**config.mk**
```make
export PLATFORM = sky130hd
export DESIGN_NAME = hamming_secded_encoder_flat
export DESIGN_NICKNAME = d
export VERILOG_FILES = /design/src/rtl/hamming_secded_encoder_if.sv /design/src/rtl/hamming_secded_encoder.sv /design/src/flat_wrapper.sv
export SDC_FILE = /design/constraint.sdc
export NUM_CORES = 1
export LEC_CHECK = 0
export CAP_MARGIN = 10
export CORE_MARGIN = 2
export CORE_UTILIZATION = 46
export CTS_CLUSTER_DIAMETER = 150
export DETAILED_ROUTE_END_ITERATION = 6
export GPL_TIMING_DRIVEN = 0
export PLACE_DENSITY_LB_ADDON = 0.15
export SETUP_SLACK_MARGIN = 0.5
export SKIP_LAST_GASP = 1
export SLEW_MARGIN = 40
export SYNTH_ARGS = -nofsm -noshare
export SYNTH_HDL_FRONTEND = slang
export SYNTH_SLANG_ARGS = --single-unit
```
**constraint.sdc**
```tcl
create_clock -name clk -period 2 [get_ports clk]
set_input_delay 0.2 -clock clk [delete_from_list [all_inputs] [get_ports clk]]
set_output_delay 0.2 -clock clk [all_outputs]
set_load 0.02 [all_outputs]
```
**src/rtl/hamming_secded_encoder_if.sv**
```systemverilog
// Stream interface for hamming_secded_encoder: input word handshake,
// output codeword handshake and the emitted-word counter.
// Build option: HAMMING_ENC_SECDED_EN adds the overall-parity bit to code_out.
interface hamming_secded_encoder_if #(
  parameter int DATA_W = 4,
  parameter int CNT_W  = 16
);
  // Smallest P with 2**P >= DATA_W+P+1
  function automatic int calc_p(input int dw);
    int p;
    p = 1;
    while ((1 << p) < (dw + p + 1)) p++;
    return p;
  endfunction

  localparam int P = calc_p(DATA_W);
`ifdef HAMMING_ENC_SECDED_EN
  localparam int CODE_W = DATA_W + P + 1;
`else
  localparam int CODE_W = DATA_W + P;
`endif

  logic              in_valid;
  logic              in_ready;
  logic [DATA_W-1:0] data_in;
  logic              out_valid;
  logic              out_ready;
  logic [CODE_W-1:0] code_out;
  logic [CNT_W-1:0]  words_out;

  // Encoder side
  modport slave (
    input  in_valid, data_in, out_ready,
    output in_ready, out_valid, code_out, words_out
  );

  // Word source / codeword sink side
  modport master (
    output in_valid, data_in, out_ready,
    input  in_ready, out_valid, code_out, words_out
  );
endinterface

```
**src/rtl/hamming_secded_encoder.sv**
```systemverilog
// Parametrised Hamming encoder with a 2-entry skid buffer on a valid/ready
// stream. Parity p_j sits at position 2**j; data bits fill the remaining
// positions in ascending order (position k maps to code_out[k-1]).
// Build option: HAMMING_ENC_SECDED_EN appends an even overall-parity bit.
module hamming_secded_encoder #(
  parameter int DATA_W = 4,
  parameter int CNT_W  = 16
) (
  input  logic                      clk,
  input  logic                      rst_n,
  input  logic                      flush,
  hamming_secded_encoder_if.slave   bus
);
  function automatic int calc_p(input int dw);
    int p;
    p = 1;
    while ((1 << p) < (dw + p + 1)) p++;
    return p;
  endfunction

  localparam int P      = calc_p(DATA_W);
  localparam int BASE_W = DATA_W + P;
`ifdef HAMMING_ENC_SECDED_EN
  localparam int CODE_W = BASE_W + 1;
`else
  localparam int CODE_W = BASE_W;
`endif

  if (DATA_W < 1 || DATA_W > 57) begin : g_bad_width
    $error("hamming_secded_encoder: DATA_W must be in 1..57");
  end

  // Index of the data bit that lands on 1-based position k
  function automatic int data_idx(input int k);
    int n;
    n = 0;
    for (int q = 1; q < k; q++)
      if ((q & (q - 1)) != 0) n++;
    return n;
  endfunction

  // Positions covered by parity bit at power-of-two position k
  function automatic logic [BASE_W-1:0] pmask(input int k);
    logic [BASE_W-1:0] m;
    m = '0;
    for (int p = 1; p <= BASE_W; p++)
      if ((p & k) != 0) m = m | (BASE_W'(1) << (p - 1));
    return m;
  endfunction

  typedef enum logic [1:0] {S_EMPTY, S_ONE, S_FULL} state_t;

  state_t            r_state;
  logic              r_in_ready;
  logic              r_out_valid;
  logic [CODE_W-1:0] r_code;
  logic [CODE_W-1:0] r_skid;
  logic [CNT_W-1:0]  r_cnt;

  logic [BASE_W-1:0] w_spread;
  logic [BASE_W-1:0] w_par;
  logic [BASE_W-1:0] w_base;
  logic [CODE_W-1:0] w_enc;
  logic              w_in_xfer;
  logic              w_out_xfer;

  // Spread data over non-power-of-two positions, parity over the powers of two
  for (genvar k = 1; k <= BASE_W; k++) begin : g_pos
    if ((k & (k - 1)) == 0) begin : g_par
      assign w_spread[k-1] = 1'b0;
      assign w_par[k-1]    = ^(w_spread & pmask(k));
    end else begin : g_dat
      assign w_spread[k-1] = bus.data_in[data_idx(k)];
      assign w_par[k-1]    = 1'b0;
    end
  end

  assign w_base = w_spread | w_par;
`ifdef HAMMING_ENC_SECDED_EN
  assign w_enc = {^w_base, w_base};
`else
  assign w_enc = w_base;
`endif

  assign w_in_xfer  = bus.in_valid & r_in_ready;
  assign w_out_xfer = r_out_valid & bus.out_ready;

  // Skid-buffer FSM: output register, skid register, ready and word counter
  always_ff @(posedge clk or negedge rst_n) begin
    if (!rst_n) begin
      r_state     <= S_EMPTY;
      r_in_ready  <= 1'b0;
      r_out_valid <= 1'b0;
      r_code      <= '0;
      r_skid      <= '0;
      r_cnt       <= '0;
    end else if (flush) begin
      r_state     <= S_EMPTY;
      r_in_ready  <= 1'b1;
      r_out_valid <= 1'b0;
    end else begin
      r_in_ready <= 1'b1;
      case (r_state)
        S_EMPTY: begin
          if (w_in_xfer) begin
            r_code      <= w_enc;
            r_out_valid <= 1'b1;
            r_state     <= S_ONE;
          end
        end
        S_ONE: begin
          if (w_in_xfer && w_out_xfer) begin
            r_code <= w_enc;
            r_cnt  <= r_cnt + CNT_W'(1);
          end else if (w_out_xfer) begin
            r_out_valid <= 1'b0;
            r_cnt       <= r_cnt + CNT_W'(1);
            r_state     <= S_EMPTY;
          end else if (w_in_xfer) begin
            r_skid     <= w_enc;
            r_in_ready <= 1'b0;
            r_state    <= S_FULL;
          end
        end
        S_FULL: begin
          if (w_out_xfer) begin
            r_code  <= r_skid;
            r_cnt   <= r_cnt + CNT_W'(1);
            r_state <= S_ONE;
          end else begin
            r_in_ready <= 1'b0;
          end
        end
        default: begin
          r_state     <= S_EMPTY;
          r_out_valid <= 1'b0;
        end
      endcase
    end
  end

  assign bus.in_ready  = r_in_ready;
  assign bus.out_valid = r_out_valid;
  assign bus.code_out  = r_code;
  assign bus.words_out = r_cnt;
endmodule

```
**src/flat_wrapper.sv**
```systemverilog
// flat-port wrapper written by rule: the top's interface ports become plain ports
module hamming_secded_encoder_flat 
#(
  parameter int DATA_W = 4,
  parameter int CNT_W  = 16
)
  (clk, rst_n, flush, bus_in_valid, bus_data_in, bus_out_ready, bus_in_ready, bus_out_valid, bus_code_out, bus_words_out);
  hamming_secded_encoder_if #(.DATA_W(DATA_W), .CNT_W(CNT_W)) bus_i ();
  input  logic clk;
  input  logic rst_n;
  input  logic flush;
  input wire logic [$bits(bus_i.in_valid)-1:0] bus_in_valid;
  input wire logic [$bits(bus_i.data_in)-1:0] bus_data_in;
  input wire logic [$bits(bus_i.out_ready)-1:0] bus_out_ready;
  output wire logic [$bits(bus_i.in_ready)-1:0] bus_in_ready;
  output wire logic [$bits(bus_i.out_valid)-1:0] bus_out_valid;
  output wire logic [$bits(bus_i.code_out)-1:0] bus_code_out;
  output wire logic [$bits(bus_i.words_out)-1:0] bus_words_out;
  assign bus_i.in_valid = bus_in_valid;
  assign bus_i.data_in = bus_data_in;
  assign bus_i.out_ready = bus_out_ready;
  assign bus_in_ready = bus_i.in_ready;
  assign bus_out_valid = bus_i.out_valid;
  assign bus_code_out = bus_i.code_out;
  assign bus_words_out = bus_i.words_out;
  hamming_secded_encoder #(.DATA_W(DATA_W), .CNT_W(CNT_W)) u_core (.clk(clk), .rst_n(rst_n), .flush(flush), .bus(bus_i));
endmodule
```
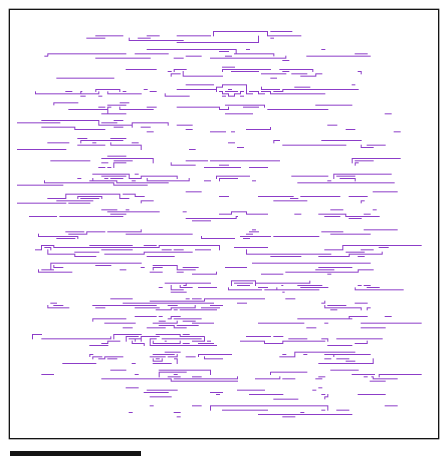
(images/met1.png)
Bar = 20 µm.
share of all routed wire: 45%
longest straight run: 17.9 µm
wire length on this layer: 1,650 µm
main direction: horizontal

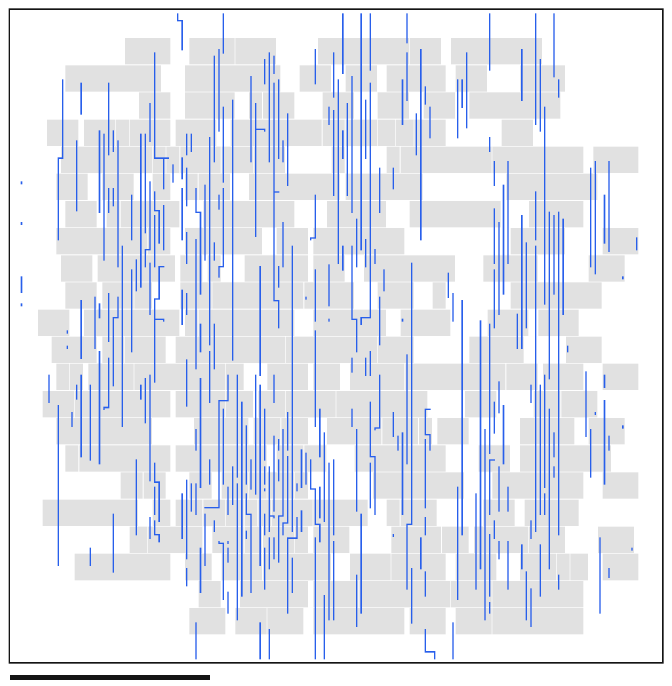
(images/met2.png)
Bar = 20 µm.
nets with wire on the layer: 189
main direction: vertical
share of all routed wire: 51%
longest straight run: 32.3 µm

-- through the flow --
step / total power, µW / cells / util [%]
after detailed placement: 2100 / 228 / 60.6
after floorplan: 1710 / 146 / -
after global placement: 2050 / 227 / 60.0
after global routing: 3090 / 247 / 70.6
after CTS: 2880 / 244 / 67.1
final: 2920 / 247 / 70.6
-- layout by cell type, fill, tap and decap left out, types with 3 or more instances in the layout --
master           instances
dfrtp_1                 26
xnor2_1                 13
clkdlybuf4s50_1         13
dlygate4sd2_1           13
nand2_1                 12
mux2_4                  10
dfrtp_2                  8
xor2_1                   7
buf_4                    7
nand4_1                  6
mux2i_1                  6
dlymetal6s2s_1           6
inv_1                    5
mux2_2                   5
nand3_1                  5
clkbuf_8                 5
nor4_4                   3
buf_6                    3
nor3_4                   3
nor2_4                   3
ha_4                     3
==> results.yml <==
# implementation run metrics
power:
  clock_power_share_pct: 20.9
  power_switching_share_pct: 32.4
  powerSeq_uw: 1060
  comb_power_share_pct: 42.7
  cellPowerDensity_nw_per_um2: 1140
  p_comb_uw: 1250
  power_leakage_uw: 0.00128
  sequentialPowerShare_pct: 36.4
  p_int_uw: 1980
cts:
  htree_num_levels: 2
  cts_resized: 36
  cts_buffer_depth: 2
  clock_latency_ps: 280
  cts-root-buf: "clkbuf_8"
  numCtsBuffers: 5
logic_synthesis:
  avgSynthCellArea_um2: 11.9
  yosys_warnings: 0
  synthXorXnorAreaFrac_pct: 10.1
  synthCells: 146
  ys.flop_type: "dfrtp_1"
  edf_count: 0
  ys_chip_area_um2: 1730
  yosys_cells: 146
  top_cells_by_count: "dfrtp_1, xnor2_1, nand2_1"
  yosysTopAreaCell: "dfrtp_1"
  ys_sh_aoi_pct: 4.99
  top_area_share_pct: 49.2
  async_flop_share_pct: 100
  ys_seq_share_pct: 49.2
sta:
  tightest_slew_ps: 466
  relSlewSlack_pct: 68.9
  hold_viol_final: 0
  period_used_pct: 89.1
  setup_slack_ps: 218
floorplanning:
  die_width_um: 65.3
  fp_util_pct: 47.6
  rows: 22
  core-area_um2: 3630
critical_path:
  cp.arrival_ps: 1950
  cpLargestDelayFamily: "simple AND/OR/NAND/NOR gates"
  path_buffers: 1
  critPathMaxStageDelay_ps: 450
  slowest_stage: "dfrtp_2"
  startpoint: "u_core.r_state[0]"
  criticalPathCategory: "flip-flop to flip-flop"
grt:
  grt_pass1_vias: 1317
  grt_max_degree: 19
  met3_usage_pct: 3.60
  overflow: 0
  grt_util_met1_pct: 23.4
route:
  wl_met2_um: 1850
  antenna_left: 0
  viasPerCell: 5.29
  wl_met3_um: 121
  drtIter0Drc: 30
finish:
  sh_comb_area_pct: 39.3
  num-nonclk-buffers: 48
  largest_register_ffs: 15
  num-clock-buffers: 7
  bufAreaShareNonClock_pct: 19.4
  clk_share_pct: 4.14
  syn_to_final_growth_pct: 48.3
  fin_nets: 212
placement:
  gp_congestion: 0.786
  placed_area_um2: 2200
  pre_cts_slack_ps: 80.0
run_status:
  status: "finished, final reports clean"
job:
  warnings: 32
Power and IR drop assume default switching activity.
